==> run_1/layers.png <==
Only two layers are drawn.
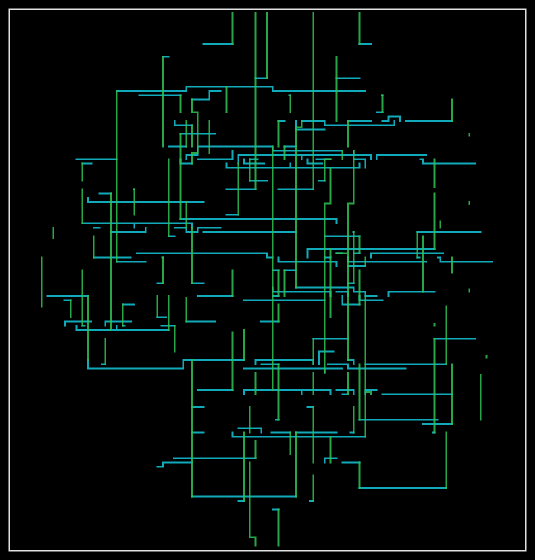
==> run_1/clock_nets.png <==
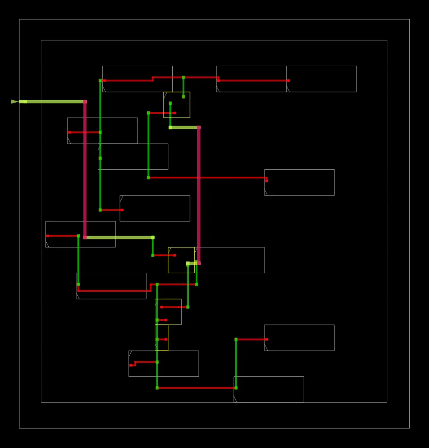
==> run_1/ff_map.png <==
Bar = 10 um. Other sequential cells in the stronger gray, the rest of the logic in the fainter gray.
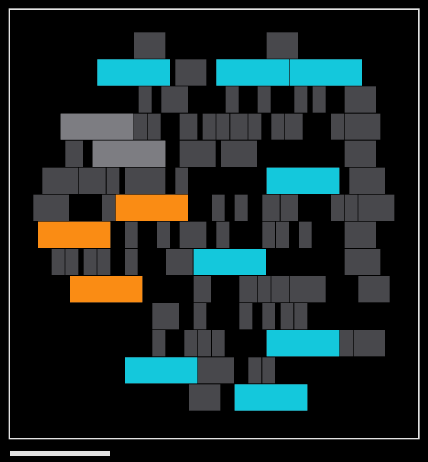
`src/rtl/data_sync_if.sv`:
```
// Source-to-destination bus bundle for the data_sync clock-domain crossing.
interface data_sync_if #(
  parameter int BUS_WIDTH = 8
);
  logic                 EN;
  logic [BUS_WIDTH-1:0] UNSYNC_BUS;
  logic                 enable_pulse;
  logic [BUS_WIDTH-1:0] SYNC_BUS;

  modport master (output EN, output UNSYNC_BUS, input enable_pulse, input SYNC_BUS);
  modport slave  (input EN, input UNSYNC_BUS, output enable_pulse, output SYNC_BUS);
endinterface

```
`src/rtl/data_sync.sv`:
```
// Multi-flop bus synchronizer: EN crosses through a flop chain, and its rising edge
// loads UNSYNC_BUS into SYNC_BUS and raises enable_pulse for one cycle.
module data_sync #(
  parameter int NUM_STAGES = 3,
  parameter int BUS_WIDTH  = 8
) (
  input  logic         CLK,
  input  logic         RST,
  data_sync_if.slave   bus
);

  logic [NUM_STAGES-1:0] sync;
  logic                  pg_ff;
  logic                  sync_en;
  logic                  pulse_c;

  assign sync_en = sync[NUM_STAGES-1];
  // Rising edge of the synchronized enable; the bus is stable by the time it fires.
  assign pulse_c = sync_en & ~pg_ff;

  always_ff @(posedge CLK) begin
    if (RST) begin
      sync             <= '0;
      pg_ff            <= 1'b0;
      bus.enable_pulse <= 1'b0;
      bus.SYNC_BUS     <= '0;
    end else begin
      sync             <= {sync[NUM_STAGES-2:0], bus.EN};
      pg_ff            <= sync_en;
      bus.enable_pulse <= pulse_c;
      if (pulse_c)
        bus.SYNC_BUS <= bus.UNSYNC_BUS;
    end
  end

endmodule

```
`src/flat_wrapper.sv`:
```
// flat-port wrapper written by rule: the top's interface ports become plain ports
module data_sync_flat 
#(
  parameter int NUM_STAGES = 3,
  parameter int BUS_WIDTH  = 8
)
  (CLK, RST, bus_EN, bus_UNSYNC_BUS, bus_enable_pulse, bus_SYNC_BUS);
  data_sync_if #(.BUS_WIDTH(BUS_WIDTH)) bus_i ();
  input  logic CLK;
  input  logic RST;
  input wire logic [$bits(bus_i.EN)-1:0] bus_EN;
  input wire logic [$bits(bus_i.UNSYNC_BUS)-1:0] bus_UNSYNC_BUS;
  output wire logic [$bits(bus_i.enable_pulse)-1:0] bus_enable_pulse;
  output wire logic [$bits(bus_i.SYNC_BUS)-1:0] bus_SYNC_BUS;
  assign bus_i.EN = bus_EN;
  assign bus_i.UNSYNC_BUS = bus_UNSYNC_BUS;
  assign bus_enable_pulse = bus_i.enable_pulse;
  assign bus_SYNC_BUS = bus_i.SYNC_BUS;
  data_sync #(.NUM_STAGES(NUM_STAGES), .BUS_WIDTH(BUS_WIDTH)) u_core (.CLK(CLK), .RST(RST), .bus(bus_i));
endmodule
```
`config.mk`:
```
export PLATFORM = sky130hd
export DESIGN_NAME = data_sync_flat
export DESIGN_NICKNAME = d
export VERILOG_FILES = /design/src/rtl/data_sync_if.sv /design/src/rtl/data_sync.sv /design/src/flat_wrapper.sv
export SDC_FILE = /design/constraint.sdc
export NUM_CORES = 1
export LEC_CHECK = 0
export ABC_AREA = 1
export CORE_AREA = 2 2 39 41
export CTS_CLUSTER_DIAMETER = 120
export DETAILED_ROUTE_END_ITERATION = 7
export DIE_AREA = 0 0 41 43
export PLACE_DENSITY = 0.67
export SLEW_MARGIN = 20
export SYNTH_ARGS = -nofsm -noshare
export SYNTH_HDL_FRONTEND = slang
export SYNTH_SLANG_ARGS = --single-unit
export TNS_END_PERCENT = 10
```
`constraint.sdc`:
```
create_clock -name CLK -period 1.29 [get_ports CLK]
set_input_delay 0.129 -clock CLK [delete_from_list [all_inputs] [get_ports CLK]]
set_output_delay 0.129 -clock CLK [all_outputs]
set_load 0.02 [all_outputs]
```
==> impl_table.tex, run 1 <==
% Implementation results table
\begin{tabular}{lr}
\hline
Metric & Value \\
\hline
\multicolumn{2}{l}{\textbf{Timing}} \\
\quad Clock Skews & 0.002296 ns \\
\quad Final total negative setup slack & 0 ns \\
\quad Least-Margin Pin Slew & 0.2319 ns \\
\multicolumn{2}{l}{\textbf{Floorplanning}} \\
\quad Die height & around 43 um \\
\quad Die area & 1763 um2 \\
\quad Num ports & 20 \\
\multicolumn{2}{l}{\textbf{Layout}} \\
\quad Final \#Nets & 102 \\
\quad Area growth syn-to-layout & 47.16\% \\
\multicolumn{2}{l}{\textbf{Pwr}} \\
\quad Leakage component of the power & 0.0003694 uW \\
\multicolumn{2}{l}{\textbf{Clock network}} \\
\quad Cell at the root of the clock tree & clkbuf\_4 \\
\multicolumn{2}{l}{\textbf{Global routing}} \\
\quad Global routing usage on met2 & 0.1813 \\
\quad Pin count of the biggest net entering global routing & 9 \\
\multicolumn{2}{l}{\textbf{Run status}} \\
\quad Status & complete, no violations \\
\multicolumn{2}{l}{\textbf{Worst setup path}} \\
\quad Critical Path Source & u\_core.bus.SYNC\_BUS[6]\$\_SDFFE\_PP0P\_ \\
\quad Data arrival time at the worst-slack endpoint & 0.95 ns \\
\quad CP Buf/Inv Count & 1 \\
\quad Reg2Reg Launch Point & u\_core.pg\_ff\$\_SDFF\_PP0\_ \\
\quad Critical-path top delay cell & dfxtp\_1 \\
\quad Register-to-register setup slack & $\sim$0.48 ns \\
\quad Biggest cell delay along the critical path & 0.35 ns \\
\multicolumn{2}{l}{\textbf{Placed design}} \\
\quad PortBufs & 19 \\
\quad HPWL after DPL & about 660 um \\
\quad GP Congestion & 0.6442 \\
\multicolumn{2}{l}{\textbf{Yosys}} \\
\quad Average instance area after synthesis & 7.356 um2 \\
\quad Number of warnings reported in the yosys synthesis log & 0 \\
\quad Xor/xnor share & 0 \\
\quad Simple logic cell fraction of the synthesized area & 0.3325 \\
\quad Distinct cell type count after synthesis & 9 \\
\quad Cell type with the largest total area after synthesis & dfxtp\_1 \\
\quad Adder and majority cell fraction of the synthesized area & 0 \\
\multicolumn{2}{l}{\textbf{Drt}} \\
\quad Overall via count from detail\_route & 453 \\
\quad Wire length after detailed routing & 904 um \\
\quad 1st-iter DRT viols & 4 \\
\hline
\end{tabular}
Back to the opening pictures, layers.png:
M2 -> green  # wire length 380 um
M1 -> cyan  # wire length 424 um

Back to the opening pictures, clock_nets.png:
clock buffers created by TritonCTS: 3
Skew-Pair Late Insertion Delay: 0.27 ns
clock network power: 247 uW
Clock Buffer Count: 4
number of sinks handled by clock tree synthesis: 13

Back to the opening pictures, ff_map.png:
`u_core.bus.SYNC_BUS` -> cyan  # placed flops 8
`u_core.sync` -> orange  # placed flops 3
share of the final layout cell area in sequential cells: 0.3643
sequential standard cell area: 260.3 um2

==> run 1: per-stage QoR <==
stage                     hold slack [ns]  cells
after floorplan                    0.2002     66
after CTS                          0.3693    106
after global routing               0.3793    106
final                              0.3726    106
after detailed placement           0.3949    102
after global placement             0.3921    102
==> run 1: report_power, final <==
part           internal (uW)  leakage (uW)  switching (uW)
clock                    120     0.0000150             128
sequential               415      0.000106            5.82
combinational           51.7      0.000249            43.8
total                    586      0.000369             177
==> run 1: worst min-delay path, stage by stage <==
cell	delay, ns
clkdlybuf4s50_1	0.40
inv_1	0.05
nor2_1	0.03
==> run 1: cells by family (layout without fill, tap and decap cells) <==
kind of cell | Yosys count | count (layout)
simple gates | 38 | 38
buf+inv | 15 | 39
flops | 13 | 13
==> run 1: what timing repair did <==
action / CTS / global route
endpoints found under the hold margin: 0 / 0
setup endpoints to repair: 9 / 0
hold buffers: 0 / 0
resized: 9 / 0
==> run 1: routing by layer <==
layer	wire length, um	vias up
li1	-	242
met1	424	192
met2	379	15
met3	71	4
met4	28	0
met5	0	-
==> run 1: area by class of cell <==
cell class / instances / area, um2 / share of cell area
multi-input combinational: 38 / 161.4 / 0.2259
timing repair buffer: 21 / 193.9 / 0.2715
clock buffer: 4 / 26.28 / 0.03678
inverter: 14 / 52.55 / 0.07356
sequential: 13 / 260.3 / 0.3643
tap: 16 / 20.02 / 0.02802
==> run 1: flip-flops by register name, indices dropped and copies added, names as in the netlist <==
| register | count |
|---|---|
| u_core.sync | 3 |
| u_core.bus.enable_pulse | 1 |
| u_core.pg_ff | 1 |
| u_core.bus.SYNC_BUS | 8 |
==> inputs of run 2 (changes only) <==
==> constraint.sdc (replaced) <==
create_clock -name CLK -period 1.1 [get_ports CLK]
set_input_delay 0.11 -clock CLK [delete_from_list [all_inputs] [get_ports CLK]]
set_output_delay 0.11 -clock CLK [all_outputs]
set_load 0.02 [all_outputs]
==> run_2/clock_nets.png <==
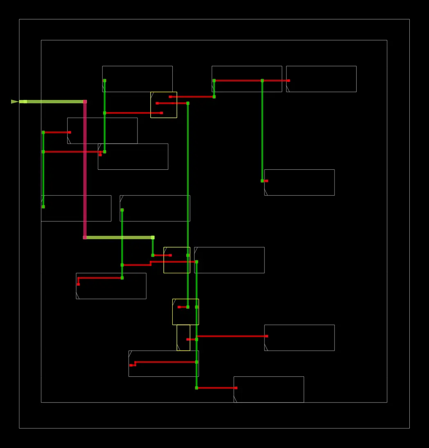
clock network power: 284 uW
count of flip-flops and latches: 13
Clock Skews: 0.001204 ns

==> run 2 against run 1 <==
Against the previous run: synthesized area unchanged; via count down 2.4%; design area up 0.35%; setup slack worse by 0.16 ns; non-clock buffer count unchanged; sequential cell count unchanged; sequential power up 17%; cell count unchanged; hold slack worse by 0.015 ns; register-to-register slack worse by 0.19 ns; critical path type unchanged; largest cell class unchanged; largest power group unchanged; highest routed layer unchanged.
==> impl_table.tex, run 2 <==
% Implementation results table
\begin{tabular}{lr}
\hline
Metric & Value \\
\hline
\multicolumn{2}{l}{\textbf{Run status}} \\
\quad Status & complete, no violations (unchanged) \\
\multicolumn{2}{l}{\textbf{Yosys}} \\
\quad Average instance area after synthesis & 7.356 um2 (unchanged) \\
\quad Distinct cell type count after synthesis & 9 (unchanged) \\
\quad Cell type with the largest total area after synthesis & dfxtp\_1 (unchanged) \\
\multicolumn{2}{l}{\textbf{Drt}} \\
\quad WL met2 & 401 um (was 379 um) \\
\quad 1st-iter DRT viols & 6 (was 4) \\
\quad Top layer in use & met4 (unchanged) \\
\quad Wire length after detailed routing & 904 um (unchanged) \\
\quad Overall via count from detail\_route & 442 (was 453) \\
\quad Met1 routed wirelength after detailed routing & 415 um (was 424 um) \\
\quad Amount of wire on met3 after detailed routing & 74 um (was 71 um) \\
\multicolumn{2}{l}{\textbf{Layout}} \\
\quad Regs by FF count & u\_core.bus.SYNC\_BUS (8), u\_core.sync (3) (unchanged) \\
\quad Register ranked first by flip-flop count & u\_core.bus.SYNC\_BUS (unchanged) \\
\quad Flip-flop count of the largest register after layout & 8 (unchanged) \\
\quad Final \#Nets & 102 (unchanged) \\
\quad Area growth syn-to-layout & 47.68\% (was 47.16\%) \\
\multicolumn{2}{l}{\textbf{Global routing}} \\
\quad Pin count of the biggest net entering global routing & 9 (unchanged) \\
\quad Most utilized layer in the global route result & met2 (unchanged) \\
\multicolumn{2}{l}{\textbf{Clock network}} \\
\quad Skew-Pair Late Insertion Delay & 0.27 ns (about the same) \\
\quad Number of sinks handled by clock tree synthesis & 13 (unchanged) \\
\quad Post-CTS setup buffer count & 0 (unchanged) \\
\quad Clock buffers created by TritonCTS & 3 (unchanged) \\
\multicolumn{2}{l}{\textbf{Floorplanning}} \\
\quad Num ports & 20 (unchanged) \\
\quad Die X & 41 um (unchanged) \\
\quad Die area & 1763 um2 (unchanged) \\
\multicolumn{2}{l}{\textbf{Worst setup path}} \\
\quad Register-to-register setup slack & 0.29 ns (was 0.48 ns) \\
\quad Biggest cell delay along the critical path & 0.34 ns (was 0.35 ns) \\
\quad CP Buf/Inv Count & 1 (unchanged) \\
\quad Data arrival time at the worst-slack endpoint & 0.94 ns (was 0.95 ns) \\
\multicolumn{2}{l}{\textbf{Timing}} \\
\quad Final total negative setup slack & 0 ns (unchanged) \\
\quad Least-Margin Pin Slew & 0.2342 ns (was 0.2319 ns) \\
\multicolumn{2}{l}{\textbf{Pwr}} \\
\quad Leakage component of the power & 0.0003627 uW (was 0.0003694 uW) \\
\multicolumn{2}{l}{\textbf{Placed design}} \\
\quad PortBufs & 19 (unchanged) \\
\quad GP Congestion & 0.6442 (unchanged) \\
\hline
\end{tabular}
run 2: cell counts after synthesis:
Identical to the previous run, type by type.
run 2: final timing paths:
path	from	to	cells past startpoint
setup reg to reg	u_core.sync[2]$_SDFF_PP0_	u_core.bus.SYNC_BUS[0]$_SDFFE_PP0P_	4
hold reg to reg	u_core.sync[0]$_SDFF_PP0_	u_core.sync[1]$_SDFF_PP0_	2
hold / removal	bus_EN	u_core.sync[0]$_SDFF_PP0_	3
setup / recovery	u_core.bus.SYNC_BUS[6]$_SDFFE_PP0P_	bus_SYNC_BUS[6]	1
run 2: final cells by class:
cell class / count / area, um2
well taps: 16 / 20.02
multi-input cells: 38 / 161.4
inverters: 14 / 52.55
flip-flops and latches: 13 / 260.3
clock buffers: 4 / 26.28
repair buffers: 21 / 196.4
fillers: 158 / 666.9
run 2: timing repair:
action,in CTS,in global routing
endpoints found under the hold margin,0,0
gates resized,9,2
setup endpoints to repair,9,2
run 2: cells by family (layout without fill, tap and decap cells):
logic type	count (synthesis)	after routing	synth area share
buf+inv	15	39	0.1314
simple gates	38	38	0.3325
flops	13	13	0.5361
run 2: power by group:
part	total [uW]	switching, uW	internal, uW	leakage (uW)
combinational	113	51.5	61.1	0.000242
clock	284	143	140	0.0000150
sequential	493	6.87	486	0.000106
run 2: through the flow:
| stage | hold slack, ns | power, uW | util | cells | area [um2] |
|---|---|---|---|---|---|
| finish | 0.3578 | 889.2 | 0.5181 | 106 | 716.9 |
| global route | 0.3506 | 947.5 | 0.5181 | 106 | 716.9 |
| CTS | 0.3458 | 911.1 | 0.5163 | 106 | 714.4 |
| detailed placement | 0.3983 | 625.5 | 0.5054 | 102 | 699.4 |
| global placement | 0.3921 | 624.6 | 0.5054 | 102 | 699.4 |
| floorplan | 0.1812 | 558.2 | - | 66 | 485.5 |
==> inputs of run 3 (changes only) <==
--- a/config.mk
+++ b/config.mk
@@ -11,6 +11,7 @@
 export DETAILED_ROUTE_END_ITERATION = 7
 export DIE_AREA = 0 0 41 43
 export PLACE_DENSITY = 0.67
+export REMOVE_ABC_BUFFERS = 1
 export SLEW_MARGIN = 20
 export SYNTH_ARGS = -nofsm -noshare
 export SYNTH_HDL_FRONTEND = slang
==> constraint.sdc (replaced) <==
create_clock -name CLK -period 1.4 [get_ports CLK]
set_input_delay 0.14 -clock CLK [delete_from_list [all_inputs] [get_ports CLK]]
set_output_delay 0.14 -clock CLK [all_outputs]
set_load 0.02 [all_outputs]
==> run_3/clock_nets.png <==
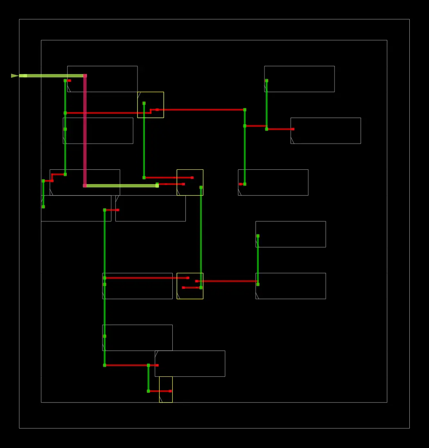
clock network power: 222 uW
Clock Skews: 0.002463 ns

==> run 3 against run 2 <==
Against the previous run: critical path depth unchanged; via count down 0.90%; critical path type unchanged; highest routed layer unchanged; clock-buffer cell count unchanged; critical endpoint unchanged; wire length down 3.5%; combinational power down 21%; sequential cell count unchanged.
==> impl_table.tex, run 3 <==
% Implementation results table
\begin{tabular}{lr}
\hline
Metric & Value \\
\hline
\multicolumn{2}{l}{\textbf{Layout}} \\
\quad Utilization after layout & 0.5172 (was 0.5181) \\
\quad Share of the final layout cell area in sequential cells & 0.3636 (was 0.3630) \\
\quad Register ranked first by flip-flop count & u\_core.bus.SYNC\_BUS (unchanged) \\
\quad Flip-flop count of the largest register after layout & 8 (unchanged) \\
\quad Regs by FF count & u\_core.bus.SYNC\_BUS (8), u\_core.sync (3) (unchanged) \\
\quad Inverters & 14 (unchanged) \\
\quad Clock Buffer Count & 4 (unchanged) \\
\quad Final \#Nets & 100 (was 102) \\
\quad Relative area of non-clock buffer cells in the final design & 0.2727 (was 0.2740) \\
\quad Area growth syn-to-layout & 47.42\% (was 47.68\%) \\
\quad Count of flip-flops and latches & 13 (unchanged) \\
\multicolumn{2}{l}{\textbf{Pwr}} \\
\quad Final total power & 700.6 uW (was 889.2 uW) \\
\multicolumn{2}{l}{\textbf{Floorplanning}} \\
\quad Die height & 43 um (unchanged) \\
\quad Die area & 1763 um2 (unchanged) \\
\quad Number of tap instances & 16 (unchanged) \\
\quad Die X & 41 um (unchanged) \\
\multicolumn{2}{l}{\textbf{Worst setup path}} \\
\quad Biggest cell delay along the critical path & 0.60 ns (was 0.34 ns) \\
\quad Critical-path top delay cell & clkdlybuf4s50\_1 (was dfxtp\_1) \\
\quad CP Buf/Inv Count & 1 (unchanged) \\
\multicolumn{2}{l}{\textbf{Clock network}} \\
\quad Skew-Pair Late Insertion Delay & 0.27 ns (about the same) \\
\quad Number of hold buffers added after cts & 0 (unchanged) \\
\quad Number of sinks handled by clock tree synthesis & 13 (unchanged) \\
\quad Cell at the root of the clock tree & clkbuf\_4 (unchanged) \\
\multicolumn{2}{l}{\textbf{Drt}} \\
\quad Overall via count from detail\_route & 438 (was 442) \\
\quad 1st-iter DRT viols & 2 (was 6) \\
\multicolumn{2}{l}{\textbf{Timing}} \\
\quad Final total negative setup slack & 0 ns (unchanged) \\
\multicolumn{2}{l}{\textbf{Min path}} \\
\quad Start point of the worst min-delay path & bus\_EN (unchanged) \\
\multicolumn{2}{l}{\textbf{Run status}} \\
\quad Status & complete, no violations (unchanged) \\
\multicolumn{2}{l}{\textbf{Yosys}} \\
\quad Cell type with the largest total area after synthesis & dfxtp\_1 (unchanged) \\
\quad Average instance area after synthesis & 7.356 um2 (unchanged) \\
\multicolumn{2}{l}{\textbf{Placed design}} \\
\quad HPWL after DPL & 673.2 um (was 658 um) \\
\quad GP Congestion & 0.6741 (was 0.6442) \\
\hline
\end{tabular}
-- run 3: netlist changes by cell type in the layout (fill, tap and decap cells not counted), sizes merged --
cell	previous run	this run
clkdlybuf4s15	2	0
clkdlybuf4s50	10	17
dlygate4sd2	7	0
buf	2	0
dlymetal6s2s	0	2
-- run 3: where the power goes --
| part | internal, uW | switching (uW) | total [uW] |
|---|---|---|---|
| Sequential | 382 | 6.71 | 389 |
| Clock | 110 | 112 | 222 |
| Combinational | 50.5 | 39.3 | 89.8 |
-- run 3: routing by layer --
metal  part of all wire  up-vias  GRT usage
met1               0.45      188     0.1353
met4              0.013        0    0.08000
met5                  0        -          0
met2               0.49       10     0.1719
met3              0.048        2    0.04712
li1                   -      238          -
-- run 3: per-stage QoR --
stage	cells	instance area, um2	setup slack [ns]
floorplan	65	474.2	0.5419
global placement	100	684.4	0.2972
detailed placement	100	684.4	0.2870
CTS	104	710.7	0.03749
global route	104	715.7	0.001900
finish	104	715.7	0.05325
-- run 3: path summary, 6_finish.rpt --
path                                          to  depth (start not counted)  slack (ns)
max                              bus_SYNC_BUS[6]                          1        0.05
min                    u_core.sync[0]$_SDFF_PP0_                          3        0.39
max reg2reg  u_core.bus.SYNC_BUS[6]$_SDFFE_PP0P_                          4        0.41
min reg2reg            u_core.sync[2]$_SDFF_PP0_                          2        0.41
-- run 3: repair_timing --
| action | CTS | global route |
|---|---|---|
| setup buffers | 0 | 0 |
| setup endpoints to repair | 0 | 2 |
| resized | 0 | 2 |
-- run 3: cells by family after synthesis --
logic type	Yosys count	synth area share
buffers and inverters	15	0.1314
flip-flops	13	0.5361
AND/OR/NAND/NOR	38	0.3325
-- run 3: worst min-delay path, cell delays in order --
cell	delay, ns
clkdlybuf4s50_1	0.40
inv_1	0.05
nor2_1	0.03
Power is estimated from default activity; no workload was simulated.
